### Supply network, run 1

Bar = 20 um. Pins as bars on the die edge.
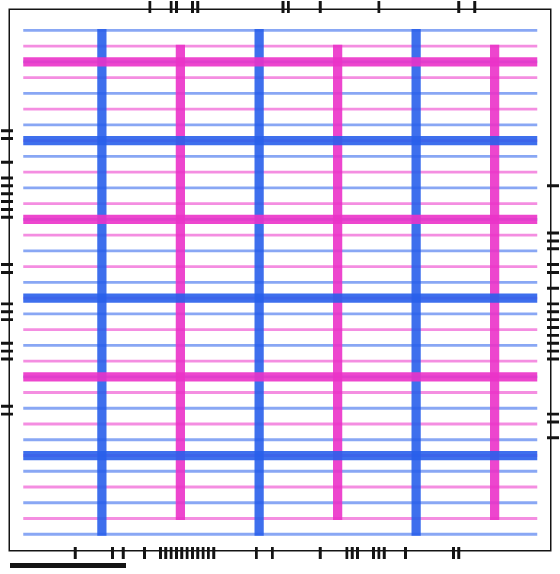
### Placement by cell class, run 1

Bar = 20 um.
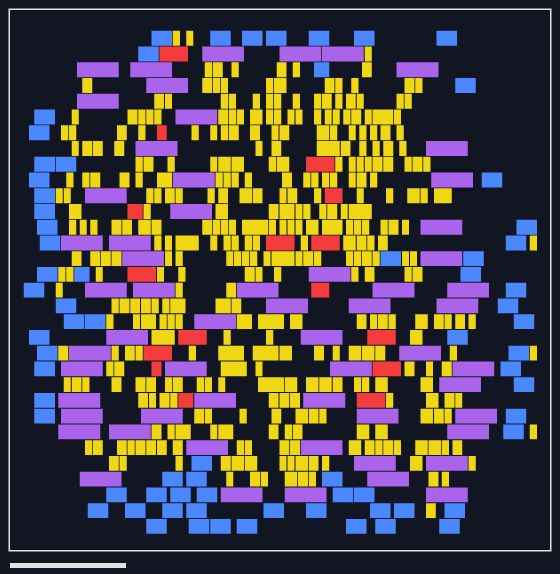
### Clock wires, drivers and flops, run 1

Bar = 20 um.
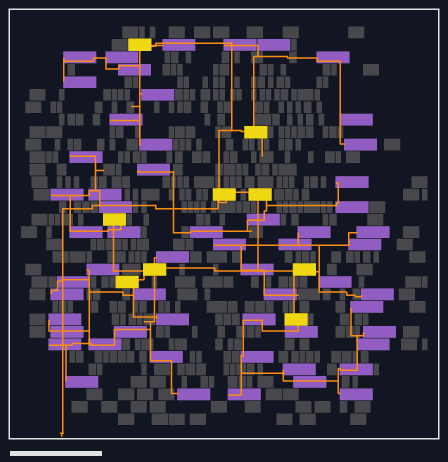
### Signal wires by layer, run 1

Only two layers are drawn.
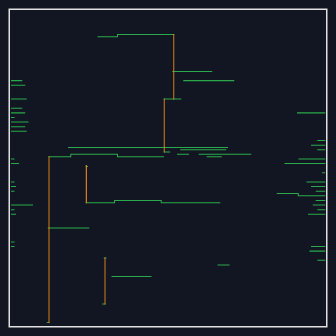
File: src/rtl/instr_mem_loader.sv
// Byte-stream program loader: assembles little-endian 32-bit words and writes them to instruction memory.
// Optional macro LOADER_CHECKSUM_EN appends a trailing XOR checksum byte and a chk_err output.
module instr_mem_loader #(
    parameter int unsigned MAX_WORDS = 1024
) (
    input  logic        clk,
    input  logic        rst,
    input  logic        start,
    input  logic [10:0] word_count,
    input  logic        byte_valid,
    input  logic [7:0]  byte_data,
    output logic        byte_ready,
    output logic        mem_we,
    output logic [15:0] mem_addr,
    output logic [31:0] mem_wd,
    output logic        busy,
    output logic        done
`ifdef LOADER_CHECKSUM_EN
    ,
    output logic        chk_err
`endif
);
    localparam logic [10:0] MAX_CNT = 11'(MAX_WORDS);

    typedef enum logic [2:0] {
        S_IDLE,
        S_LOAD,
        S_WRITE,
`ifdef LOADER_CHECKSUM_EN
        S_CHECK,
`endif
        S_DONE
    } state_t;

    state_t      state_q, state_d;
    logic [10:0] count_q, count_d;
    logic [10:0] word_idx_q, word_idx_d;
    logic [1:0]  lane_q, lane_d;
    logic [31:0] wd_q, wd_d;
    logic        we_c;
`ifdef LOADER_CHECKSUM_EN
    logic [7:0]  xor_q, xor_d;
    logic        chk_err_q, chk_err_d;
`endif

    always_ff @(posedge clk) begin
        if (rst) begin
            state_q    <= S_IDLE;
            count_q    <= '0;
            word_idx_q <= '0;
            lane_q     <= '0;
            wd_q       <= '0;
`ifdef LOADER_CHECKSUM_EN
            xor_q      <= '0;
            chk_err_q  <= 1'b0;
`endif
        end else begin
            state_q    <= state_d;
            count_q    <= count_d;
            word_idx_q <= word_idx_d;
            lane_q     <= lane_d;
            wd_q       <= wd_d;
`ifdef LOADER_CHECKSUM_EN
            xor_q      <= xor_d;
            chk_err_q  <= chk_err_d;
`endif
        end
    end

    always_comb begin
        state_d    = state_q;
        count_d    = count_q;
        word_idx_d = word_idx_q;
        lane_d     = lane_q;
        wd_d       = wd_q;
`ifdef LOADER_CHECKSUM_EN
        xor_d      = xor_q;
        chk_err_d  = chk_err_q;
`endif
        byte_ready = 1'b0;
        we_c       = 1'b0;
        done       = 1'b0;

        unique case (state_q)
            S_IDLE: begin
                if (start) begin
                    count_d    = (word_count > MAX_CNT) ? MAX_CNT : word_count;
                    word_idx_d = '0;
                    lane_d     = '0;
`ifdef LOADER_CHECKSUM_EN
                    xor_d      = '0;
                    chk_err_d  = 1'b0;
`endif
                    state_d    = (word_count == 11'd0) ? S_DONE : S_LOAD;
                end
            end
            S_LOAD: begin
                byte_ready = 1'b1;
                if (byte_valid) begin
                    wd_d[{lane_q, 3'b000} +: 8] = byte_data;
                    lane_d = lane_q + 2'd1;
`ifdef LOADER_CHECKSUM_EN
                    xor_d  = xor_q ^ byte_data;
`endif
                    if (lane_q == 2'd3)
                        state_d = S_WRITE;
                end
            end
            S_WRITE: begin
                we_c   = 1'b1;
                lane_d = '0;
                // Index wraps to 0 on the last word so mem_addr never leaves the array.
                if (word_idx_q + 11'd1 == count_q) begin
                    word_idx_d = '0;
`ifdef LOADER_CHECKSUM_EN
                    state_d    = S_CHECK;
`else
                    state_d    = S_DONE;
`endif
                end else begin
                    word_idx_d = word_idx_q + 11'd1;
                    state_d    = S_LOAD;
                end
            end
`ifdef LOADER_CHECKSUM_EN
            S_CHECK: begin
                byte_ready = 1'b1;
                if (byte_valid) begin
                    chk_err_d = (byte_data != xor_q);
                    state_d   = S_DONE;
                end
            end
`endif
            S_DONE: begin
                done       = 1'b1;
                word_idx_d = '0;
                state_d    = S_IDLE;
            end
            default: state_d = S_IDLE;
        endcase
    end

    // Reset suppresses a write strobe that would otherwise coincide with it.
    assign mem_we   = we_c & ~rst;
    assign mem_addr = {3'b000, word_idx_q, 2'b00};
    assign mem_wd   = wd_q;
    assign busy     = (state_q != S_IDLE);
`ifdef LOADER_CHECKSUM_EN
    assign chk_err  = chk_err_q;
`endif

endmodule

File: config.mk
export PLATFORM = sky130hd
export DESIGN_NAME = instr_mem_loader
export DESIGN_NICKNAME = d
export VERILOG_FILES = /design/src/rtl/instr_mem_loader.sv
export SDC_FILE = /design/constraint.sdc
export NUM_CORES = 1
export LEC_CHECK = 0
export ABC_AREA = 1
export CORE_MARGIN = 2
export CORE_UTILIZATION = 38
export DETAILED_ROUTE_END_ITERATION = 8
export GPL_ROUTABILITY_DRIVEN = 0
export HOLD_SLACK_MARGIN = 0.03
export PLACE_DENSITY = 0.64
export SLEW_MARGIN = 40
export SYNTH_ARGS = -nofsm -noshare
export SYNTH_HDL_FRONTEND = slang
export SYNTH_SLANG_ARGS = --single-unit
File: constraint.sdc
create_clock -name clk -period 3.2 [get_ports clk]
set_input_delay 0.64 -clock clk [delete_from_list [all_inputs] [get_ports clk]]
set_output_delay 0.64 -clock clk [all_outputs]
set_load 0.005 [all_outputs]
==> run notes, run 1 <==
fresh numbers from the pnr run: root buf cell clkbuf_8, RSZ-0062 raised after global routing no, final antenna-violating net count 0, synthesized flop and latch total 58, top cells by count, synth nand2_1, a21oi_1, dfxtp_1, inv_1, nand3_1, vias per std cell approximately 4.8, placed inst area 3755 um2, Period Utilization, post-route about 80%, CP Launch Type flip-flop, Cells after Synth 449, Area growth syn-to-layout 29.96%, worst hold stages 2, first-pass GRT wire length 12460 um, # setup viols final 0, cells on worst reg2reg path 5, critical path class reg2out, count leader, synth nand2_1, biggest area cells dfxtp_1, nand2_1, a21oi_1, inv_1, nand3_1, Sequential Power Share 46.6%, yosys warns 0, DRC Markers 0, FFs w/ async S/R, synth 0%, Num CTS Buffers 9, Pwr per Cell Area about 420 nW/um2, Complex Gates by Area 13.51%, Mean Syn Cell Area between 6 and 7 um2, dpl cells 603, pin count of the biggest net entering global routing 47, Layout Cells excl Fill 619, die area between 8000 and 9000 um2, drt pass-1 iters 4, Final WS setup 649.3 ps, Final Hold Fails 0, Seq share, synth 38.35%, initial antenna violation count 0, worst hold start mem_wd[23], Top cell area share 38.35%, Leak 0.001462 uW, xor/xnor share 0%, DRT iter0 DRCs 188, OpenROAD warnings 30, # hold bufs at CTS 0, RR Endpoint mem_wd[21], setup TNS 0 ps, Sw Pwr 510.6 uW, Worst Hold End mem_wd[23], final-stage net count 541, ANT cells 0, Setup crit end mem_we, Final Total Pwr 1665 uW, synth unique cells 30, switching share of power a little under a third, post-CTS setup buffer count 0, combinational share of power 17.0%, row count 32, CP Max Fanout 12, Post-synth EDFFs 0, Worst-path clk slew 70 ps, f_max 0.3921 GHz, gr ovfl total 0, crit path DAT roughly 1900 ps, clock buffer depth 2, Synth Cell Area 3028 um2, Top FF cell, synth dfxtp_1, CP startpoint state_q[1], YS chip area between 3000 and 4000 um2, adder share 2.479%, dominant kind of combinational cell simple AND/OR/NAND/NOR gates, fin. max-slew vios 0, pre-CTS WS about 740 ps, hpwl dp 5629 um, Internal 1155 uW, vias in the first global route 2639, fp util 39.18%, Crit. End Element output port, max-cap violations 0, CTS tree done, I/O Buffers 69, Worst EP required 2560 ps, worst min path class reg2reg, Mux area share 0%, number of standard cells reported by yosys 449, status finished clean, area leader, netlist dfxtp_1, H-Tree Depth 3, I/O pin count 75, post-CTS resize count 0, reg2reg start lane_q[0], layout cells sized above 1 7.544%, Tmin final 2551 ps, simple share 35.83%
## Picture notes: 'Supply network'
blue -> VSS
magenta -> VDD
signal pins = 75
met4 straps = 6
met5 straps = 6
met1 rails = 33
rows = 32
core area: 7727 um2
Die X: 93.27 um
peak supply drop: 0.2457 mV
Die H: 93.27 um

## Picture notes: 'Placement by cell class'
red -> clock drivers and dummy loads  # cells 16, share of their area 4.7%
purple -> registers  # cells 58, share of their area 30%
yellow -> remaining logic cells  # cells 372, share of their area 46%
blue -> remaining buffers and delay cells  # cells 71, share of their area 19%
Util after Layout: 50.92%
Finished Cell Area: 3935 um2

## Picture notes: 'Clock wires, drivers and flops'
orange -> clock wires  # length 816 um
purple -> flip-flops  # count 58
yellow -> clock-net drivers  # count 9
flops lie = spread over the die
Setup Skew: 10.35 ps
clock network power share: 36.5%
worst skew pair latency: 340 ps
Clk. pwr: 607 uW

## Picture notes: 'Signal wires by layer'
orange -> M4  # wire length 108 um
green -> M3  # wire length 374 um
via count: 2978
drt total wl: 7655 um
WL/cell: 12.37 um
Tot GR Track Use: 18.31%

==> run 1: flip-flops by register name, indices dropped and copies added (netlist names) <==
name,cells
mem_wd,32
count_q,11
word_idx_q,11
lane_q,2
state_q,2
==> run 1: power groups by stage <==
stage,Sequential (uW),Combinational (uW),Clock (uW)
after floorplan,782,187,0
after global placement,791,277,0
after detailed placement,791,281,0
after CTS,775,284,631
after global routing,780,321,659
final,776,282,607
==> run 1: metal layers <==
metal	share of wire, %	global-route usage (%)
met1	50	25.90
met2	44	26.80
met3	4.9	4.190
met4	1.4	7.353
met5	0	0
==> run 1: layout make-up <==
| type | instances | area (um2) |
|---|---|---|
| inverter | 46 | 172.7 |
| clock inverter | 6 | 42.54 |
| timing repair buffer | 71 | 705.7 |
| tap | 102 | 127.6 |
| fill | 777 | 3792 |
| sequential | 58 | 1161 |
| clock buffer | 10 | 137.6 |
| multi-input combinational | 326 | 1588 |
==> run 1: placed cells by master (no fill, tap or decap), types with 3 or more instances in the layout <==
master / synthesis / final
or4_1: 3 / 3
nor2_2: 3 / 3
nand4_1: 4 / 4
o21ai_0: 12 / 12
nand2_1: 126 / 126
ha_1: 6 / 6
nor2_4: 4 / 4
a21oi_1: 62 / 62
a211oi_1: 3 / 3
clkdlybuf4s50_1: 0 / 69
nand2_2: 7 / 7
or3_1: 21 / 21
conb_1: 1 / 5
nand3_1: 33 / 33
clkbuf_8: 0 / 10
dfxtp_1: 58 / 58
nor2_1: 29 / 29
inv_1: 44 / 44
==> run 1: worst max-delay path, stage by stage (launching register included) <==
cell             delay, ps
dfxtp_1                420
inv_1                   80
nor2_1                 130
inv_1                  220
nor2_1                 200
clkdlybuf4s50_1        530
### Placed standard cells, run 1

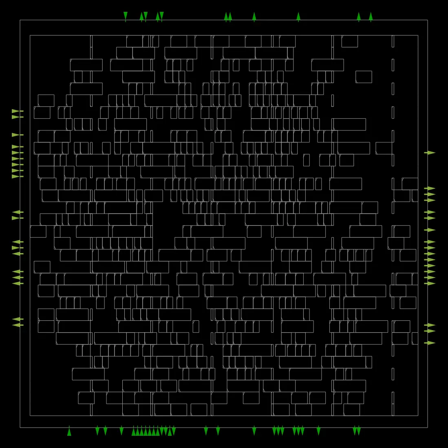

==> run 2, diff against run 1 <==
==> constraint.sdc (replaced) <==
create_clock -name clk -period 2.6 [get_ports clk]
set_input_delay 0.52 -clock clk [delete_from_list [all_inputs] [get_ports clk]]
set_output_delay 0.52 -clock clk [all_outputs]
set_load 0.005 [all_outputs]
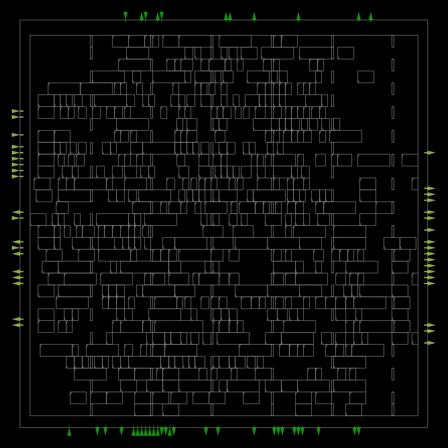
*Placed standard cells, run 2*
Seq/total area: 28.99%
Layout Cells excl Fill: 622
Util after Layout: 51.83%
Seq cells: 58
Tap Count: 102

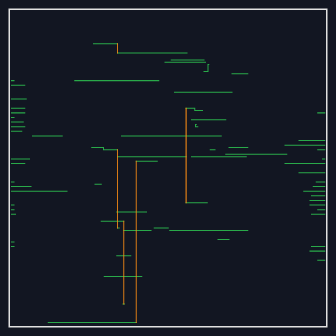
*Signal wires by layer, run 2*
Only two layers are drawn.
orange -> M4  # wire length 126 um
green -> M3  # wire length 481 um

==> run 2 against run 1 <==
  * Global-route usage grew 0.90 points
  * Cell count grew 0.48%
  * Via count grew 2.2%
  * Highest routed layer unchanged
  * Combinational power grew 28%
  * Largest cell class unchanged
  * Register-to-register slack lost 530 ps
  * Synthesized area is the same
  * Routed wire length grew 2.7%
==> run notes, run 2 <==
fresh numbers from the pnr run: status finished clean (unchanged), Die X 93.27 um (unchanged), gr ovfl total 0 (unchanged), critical path class reg2out (unchanged), Seq share, synth 38.35% (unchanged), hpwl dp 5815 um (was 5629 um), via count 3043 (was 2978), grt met3 use 4.271% (was 4.190%), Sw Pwr 646.7 uW (was 510.6 uW), crit path DAT 1740 ps (was 1910 ps), top cells by count, synth nand2_1, a21oi_1, dfxtp_1, inv_1, nand3_1 (unchanged), met1 Use GR 27.64% (was 25.90%), CP Launch Type flip-flop (unchanged), biggest area cells dfxtp_1, nand2_1, a21oi_1, inv_1, nand3_1 (unchanged), post-CTS resize count 0 (unchanged), H-Tree Depth 3 (unchanged), f_max 0.4424 GHz, final-stage net count 544 (was 541), Area growth syn-to-layout 32.27% (was 29.96%), Post-synth EDFFs 0 (unchanged), switching share of power 28.50% (was 30.66%), I/O Buffers 69 (unchanged), met2 WL post-DR 3366 um (was 3354 um), setup TNS 0 ps (unchanged), most frequent cells in the layout nand2_1, clkdlybuf4s50_1, a21oi_1 (unchanged), # hold bufs at CTS 0 (unchanged), FFs w/ async S/R, synth 0% (unchanged), Pwr per Cell Area 566.6 nW/um2 (was 423.2 nW/um2), Die H 93.27 um (unchanged), root buf cell clkbuf_8 (unchanged), initial antenna violation count 0 (unchanged), core area 7727 um2 (unchanged), highest routed layer met4 (unchanged), peak supply drop 0.2729 mV (was 0.2457 mV), synthesized flop and latch total 58 (unchanged), GR Util met2 26.80% (unchanged), Worst-path clk slew 80 ps (was 70 ps), Fill cells 762 (was 777), WL/cell 12.63 um (was 12.37 um), Cells after Synth 449 (unchanged), synth unique cells 30 (unchanged), CP Max Fanout 4 (was 12), Synth Cell Area 3028 um2 (unchanged), Final Hold Fails 0 (unchanged), DRC Markers 0 (unchanged), YS chip area 3028 um2 (unchanged), Crit. End Element output port (unchanged), RSZ-0062 raised after global routing no (unchanged), dpl cells 606 (was 603), row count 32 (unchanged), area leader, netlist dfxtp_1 (unchanged), OpenROAD warnings 30 (unchanged), Leak 0.001501 uW (was 0.001462 uW), drt total wl 7858 um (was 7655 um), Top FF cell, synth dfxtp_1 (unchanged), Period Utilization, post-route 86.94%, max-cap violations 0 (unchanged), layout cells sized above 1 8.077% (was 7.544%), die area 8698 um2 (unchanged), Setup Skew 9.597 ps (was 10.35 ps), final antenna-violating net count 0 (unchanged), vias in the first global route 2748 (was 2639), fp util 39.18% (unchanged), clock buffer depth 2 (unchanged), I/O pin count 75 (unchanged), clk sinks 58 (unchanged), worst skew pair latency 340 ps (about the same), DRT iter0 DRCs 190 (was 188), Internal 1622 uW (was 1155 uW), max FFs per register 32 (unchanged), Mean Syn Cell Area 6.744 um2 (unchanged), global route hottest layer met1 (was met2), yosys warns 0 (unchanged), drt pass-1 iters 5 (was 4), M1 WL 3885 um (was 3819 um), Tot GR Track Use 19.21% (was 18.31%), count leader, synth nand2_1 (unchanged), Num CTS Buffers 9 (unchanged), Top cell area share 38.35% (unchanged), Tmin final roughly 2300 ps, fin. max-slew vios 0 (unchanged), pin count of the biggest net entering global routing 47 (unchanged), Worst EP required 2080 ps (was 2560 ps), CTS tree done (unchanged), combinational share of power 15.9% (was 17.0%), worst min path class reg2reg (unchanged), # setup viols final 0 (unchanged), WL met3 481 um (was 373 um), Top cell excl fill/tap nand2_1 (unchanged), first-pass GRT wire length 13140 um (was 12460 um), number of standard cells reported by yosys 449 (unchanged), vias per std cell 4.892 (was 4.811), clock network power share 42.4% (was 36.5%), Sequential Power Share 41.8% (was 46.6%), Final Total Pwr 2269 uW (was 1665 uW), post-CTS setup buffer count 0 (unchanged), ANT cells 0 (unchanged)
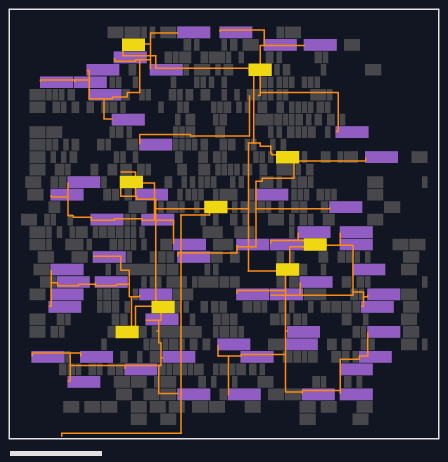
*Clock wires, drivers and flops, run 2*
Bar = 20 um.
purple -> flip-flops  # count 58
orange -> clock wires  # length 846 um
yellow -> clock-net drivers  # count 9
routed clock nets = 10

[run 2: cell counts after synthesis]
Identical to the previous run, type by type.
[run 2: worst max-delay path, stage by stage (launching register included)]
cell and delay [ps]:
dfxtp_1 430, inv_1 80, nor2_1 140, inv_1 70
nor2_1 120, clkdlybuf4s50_1 560
[run 2: worst paths after layout]
kind | startpoint | endpoint | slack [ps] | cells after the start
max reg2reg | word_idx_q[1] | word_idx_q[8] | 450 | 12
min reg2reg | mem_wd[16] | mem_wd[16] | 470 | 2
max | state_q[1] | mem_we | 340 | 5
min | mem_wd[16] | mem_wd[16] | 470 | 2
[run 2: stage by stage]
stage                     setup WS, ps  area, um2  hold WS [ps]  util (%)
after global placement           421.1       3777         455.8     48.88
after detailed placement         405.4       3777         457.7     48.88
after global routing             218.1       4005         486.4     51.83
after CTS                        346.9       4005         468.6     51.83
final                            339.6       4005         466.8     51.83
after floorplan                  604.4       3043         453.2         -
[run 2: power by group through the flow]
stage               clock (uW)  combinational (uW)  sequential, uW
floorplan                    0                 230             962
global placement             0                 351             967
detailed placement           0                 359             968
CTS                        975                 361             948
global route              1020                 406             952
finish                     961                 360             948
[run 2: cells by family after synthesis]
logic type      Yosys count  share of synthesized area (%)
fa+ha+maj                 6                          2.479
other cells               1                         0.1238
buf+inv                  69                          9.711
flops                    58                          38.35
compound gates           79                          13.51
simple gates            236                          35.83
[run 2: area by class of cell]
cell class | instances | area, um2 | share of cell area (%)
Inverter | 46 | 172.7 | 4.311
Tap cell | 102 | 127.6 | 3.186
Timing Repair Buffer | 74 | 728.2 | 18.18
Multi-Input combinational cell | 326 | 1588 | 39.64
Sequential cell | 58 | 1161 | 28.99
Clock buffer | 10 | 137.6 | 3.436
Clock inverter | 6 | 90.09 | 2.249
### Placement by cell class, run 2

Bar = 20 um.
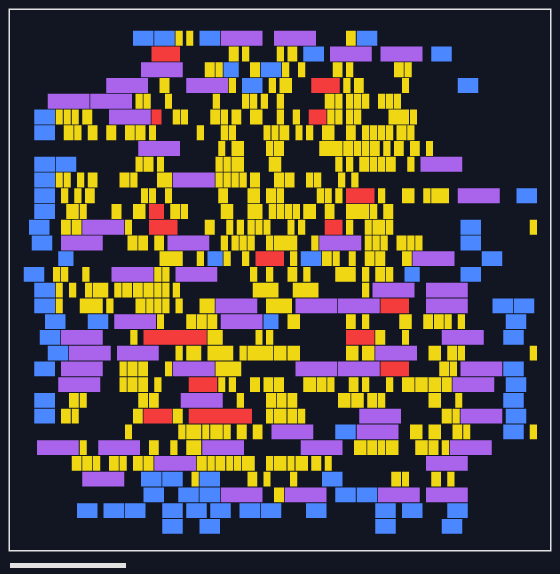

==> run 3, diff against run 2 <==
--- a/config.mk
+++ b/config.mk
@@ -10,8 +10,10 @@
 export CORE_UTILIZATION = 38
 export DETAILED_ROUTE_END_ITERATION = 8
 export GPL_ROUTABILITY_DRIVEN = 0
+export GPL_TIMING_DRIVEN = 0
 export HOLD_SLACK_MARGIN = 0.03
 export PLACE_DENSITY = 0.64
+export REMOVE_ABC_BUFFERS = 1
 export SLEW_MARGIN = 40
 export SYNTH_ARGS = -nofsm -noshare
 export SYNTH_HDL_FRONTEND = slang
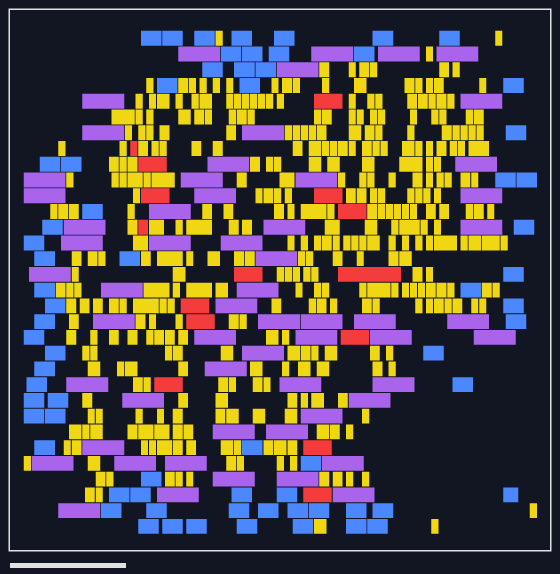
*Placement by cell class, run 3*
Bar = 20 um.
red -> clock drivers and dummy loads  # cells 15, share of their area 5.3%
blue -> remaining buffers and delay cells  # cells 69, share of their area 18%
purple -> registers  # cells 58, share of their area 30%
yellow -> remaining logic cells  # cells 372, share of their area 46%

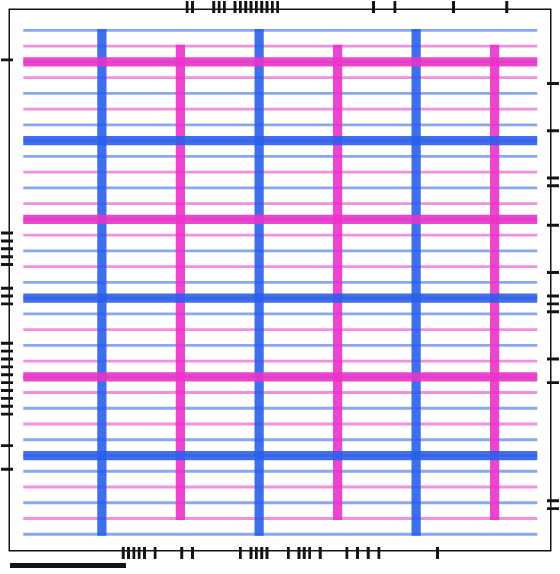
*Supply network, run 3*
Bar = 20 um. Pins as bars on the die edge.
magenta -> VDD
blue -> VSS
met5 straps = 6
met1 rails = 33
met4 straps = 6
signal pins = 75
rows = 32
peak supply drop: 0.2877 mV

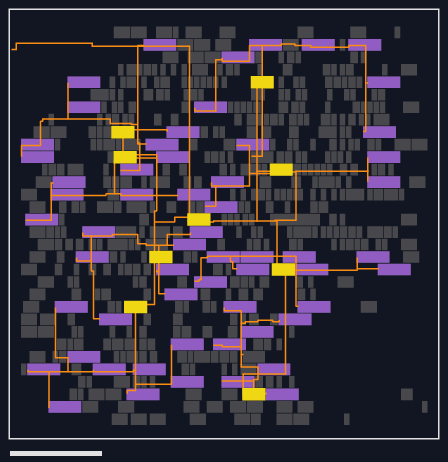
*Clock wires, drivers and flops, run 3*
Bar = 20 um.
purple -> flip-flops  # count 58
orange -> clock wires  # length 844 um
yellow -> clock-net drivers  # count 9
routed clock nets = 10

==> run 3 against run 2 <==
  * Final area shrank 1.5%
  * Cell count shrank 0.96%
  * Via count shrank 2.6%
  * Die area is the same
  * Global-route usage shrank 0.70 points
  * Utilization shrank 0.79 points
  * Hold slack lost 0.53 ps
  * Critical endpoint unchanged
  * Combinational power shrank 5%
  * Count of clock-buffer cells in the layout grew 3
  * Maximum frequency shrank 6.8%
  * Worst setup slack lost 160 ps
==> run notes, run 3 <==
fresh numbers from the pnr run: Top cell area share 38.35% (unchanged), gr ovfl total 0 (unchanged), switching share of power 27.63% (was 28.50%), drt total wl 7814 um (was 7858 um), # setup viols final 0 (unchanged), count leader, synth nand2_1 (unchanged), vias in the first global route 2713 (was 2748), die area 8698 um2 (unchanged), placed inst area 3737 um2 (was 3777 um2), fin. max-slew vios 0 (unchanged), Top FF cell, synth dfxtp_1 (unchanged), met2 WL post-DR 3713 um (was 3366 um), global route hottest layer met2 (was met1), setup TNS 0 ps (unchanged), CP max stage delay 510 ps (was 560 ps), critical-path cell list inv_1 > nor2_1 > inv_1 > nor2_1 > clkdlybuf4s50_1 (unchanged), DRC Markers 0 (unchanged), core area 7727 um2 (unchanged), Final Hold Fails 0 (unchanged), final-stage net count 539 (was 544), vias per std cell 4.810 (was 4.892), MI comb area 1590 um2 (was 1588 um2), root buf cell clkbuf_8 (unchanged), pin count of the biggest net entering global routing 48 (was 47), via count 2963 (was 3043), Top Consumer sequential cells (was the clock network), f_max 0.4124 GHz (was 0.4424 GHz), Area growth syn-to-layout 30.25% (was 32.27%), M1 WL 3662 um (was 3885 um), highest routed layer met4 (unchanged), met1 Use GR 23.51% (was 27.64%), DRT iter0 DRCs 144 (was 190), drt pass-1 iters 4 (was 5), critical path class reg2out (unchanged), RSZ-0062 raised after global routing no (unchanged), worst skew pair latency 330 ps (was 340 ps), register area 1161 um2 (unchanged), first-pass GRT wire length 12760 um (was 13140 um), I/O pin count 75 (unchanged), YS chip area 3028 um2 (unchanged), FFs w/ async S/R, synth 0% (unchanged), Fill cells 770 (was 762), Setup Skew 9.124 ps (was 9.597 ps), Sw Pwr 596.3 uW (was 646.7 uW), biggest area cells dfxtp_1, nand2_1, a21oi_1, inv_1, nand3_1 (unchanged), sequential power 954 uW (was 948 uW), Layout Cells excl Fill 616 (was 622), initial antenna violation count 0 (unchanged), Num CTS Buffers 9 (unchanged), row count 32 (unchanged), top cells by count, synth nand2_1, a21oi_1, dfxtp_1, inv_1, nand3_1 (unchanged), grt met3 use 3.465% (was 4.271%), number of standard cells reported by yosys 449 (unchanged), crit path DAT 1910 ps (was 1740 ps), WL met3 370 um (was 481 um), Internal 1562 uW (was 1622 uW), Seq share, synth 38.35% (unchanged), post-CTS resize count 0 (unchanged), Die X 93.27 um (unchanged), Pwr per Cell Area 547.4 nW/um2 (was 566.6 nW/um2), area leader, netlist dfxtp_1 (unchanged), most frequent cells in the layout nand2_1, clkdlybuf4s50_1, a21oi_1 (unchanged), max-cap violations 0 (unchanged), pin slew with the least headroom to its limit 519.9 ps, Crit. End Element output port (unchanged), Tmin final 2425 ps (was 2260 ps), clk sinks 58 (unchanged), hpwl dp 5583 um (was 5815 um), Synth Cell Area 3028 um2 (unchanged), I/O Buffers 69 (unchanged), fp util 39.18% (unchanged), Leak 0.001470 uW (was 0.001501 uW), yosys warns 0 (unchanged), layout cells sized above 1 7.198% (was 8.077%), Post-synth EDFFs 0 (unchanged), synth unique cells 30 (unchanged), worst min path class reg2reg (unchanged), max FFs per register 32 (unchanged), Worst EP required 2080 ps (about the same), # hold bufs at CTS 0 (unchanged), ANT cells 0 (unchanged), slew margin rel. ~65%, H-Tree Depth 3 (unchanged), CP Max Fanout 12 (was 4), Die H 93.27 um (unchanged), Comb power 343 uW (was 360 uW), Worst-path clk slew 70 ps (was 80 ps), Clk. pwr 862 uW (was 961 uW), OpenROAD warnings 29 (was 30), Sequential Power Share 44.2% (was 41.8%), combinational share of power 15.9% (about the same), Top cell excl fill/tap nand2_1 (unchanged), GR Util met2 30.58% (was 26.80%), Mean Syn Cell Area 6.744 um2 (unchanged), Cells after Synth 449 (unchanged), critical path's slowest cell clkdlybuf4s50_1 (unchanged), dpl cells 601 (was 606), WL/cell 12.69 um (was 12.63 um), final antenna-violating net count 0 (unchanged), CP Launch Type flip-flop (unchanged), post-CTS setup buffer count 0 (unchanged), CTS tree done (unchanged), Finished Cell Area 3944 um2 (was 4005 um2), synthesized flop and latch total 58 (unchanged), status finished clean (unchanged), Tot GR Track Use 18.52% (was 19.21%), clock network power share 39.9% (was 42.4%), Period Utilization, post-route 93.27% (was 86.94%), clock buffer depth 2 (unchanged)
==> run 3: cell count changes in the layout (fill, tap and decap cells not counted) <==
cell / previous run / this run
clkbuf_1: 0 / 1
clkbuf_8: 10 / 12
clkinvlp_4: 1 / 0
buf_4: 5 / 1
clkinv_4: 2 / 0
bufinv_16: 2 / 1
nor2_2: 3 / 4
nor2_1: 29 / 28
clkdlybuf4s50_1: 69 / 68
==> run 3: worst paths after layout <==
check	startpoint	to	slack, ps	cells after the start
worst max-delay path	state_q[1]	mem_we	170	5
worst min-delay path	mem_wd[22]	mem_wd[22]	470	2
worst max register to register	lane_q[0]	mem_wd[18]	410	5
worst min register to register	mem_wd[22]	mem_wd[22]	470	2
==> run 3: cells by family after synthesis <==
kind of cell,count (synthesis),share of synthesized area (%)
AND/OR/NAND/NOR,236,35.83
AND-OR/OR-AND,79,13.51
buffers and inverters,69,9.711
flip-flops,58,38.35
adder cells (fa/ha/maj),6,2.479
other,1,0.1238
==> run 3: per-stage QoR <==
step	utilization, %	total power, uW	worst slack [ps]	hold slack [ps]
2_1_floorplan	-	1165	752.9	447.1
3_3_place_gp	48.40	1312	-774.6	455.2
3_5_place_dp	48.36	1315	151.4	456.4
4_1_cts	51.00	2188	144.9	466.8
5_1_grt	51.04	2282	36.49	490.2
6_report	51.04	2159	174.9	466.3
==> run 3: cell type report <==
| cell class | instances | share of cell area, % |
|---|---|---|
| timing repair buffer | 69 | 17.45 |
| clock inverter | 2 | 0.8883 |
| inverter | 46 | 4.378 |
| tap | 102 | 3.236 |
| clock buffer | 13 | 4.283 |
| sequential | 58 | 29.44 |
| multi-input combinational | 326 | 40.32 |
==> run 3: critical path: cells and delay by family (launching register included) <==
family	cells	cell delay (ps)
buf+inv	3	840
flops	1	420
simple gates	2	320
No activity file was given, so power comes from the tool's default toggle rates.
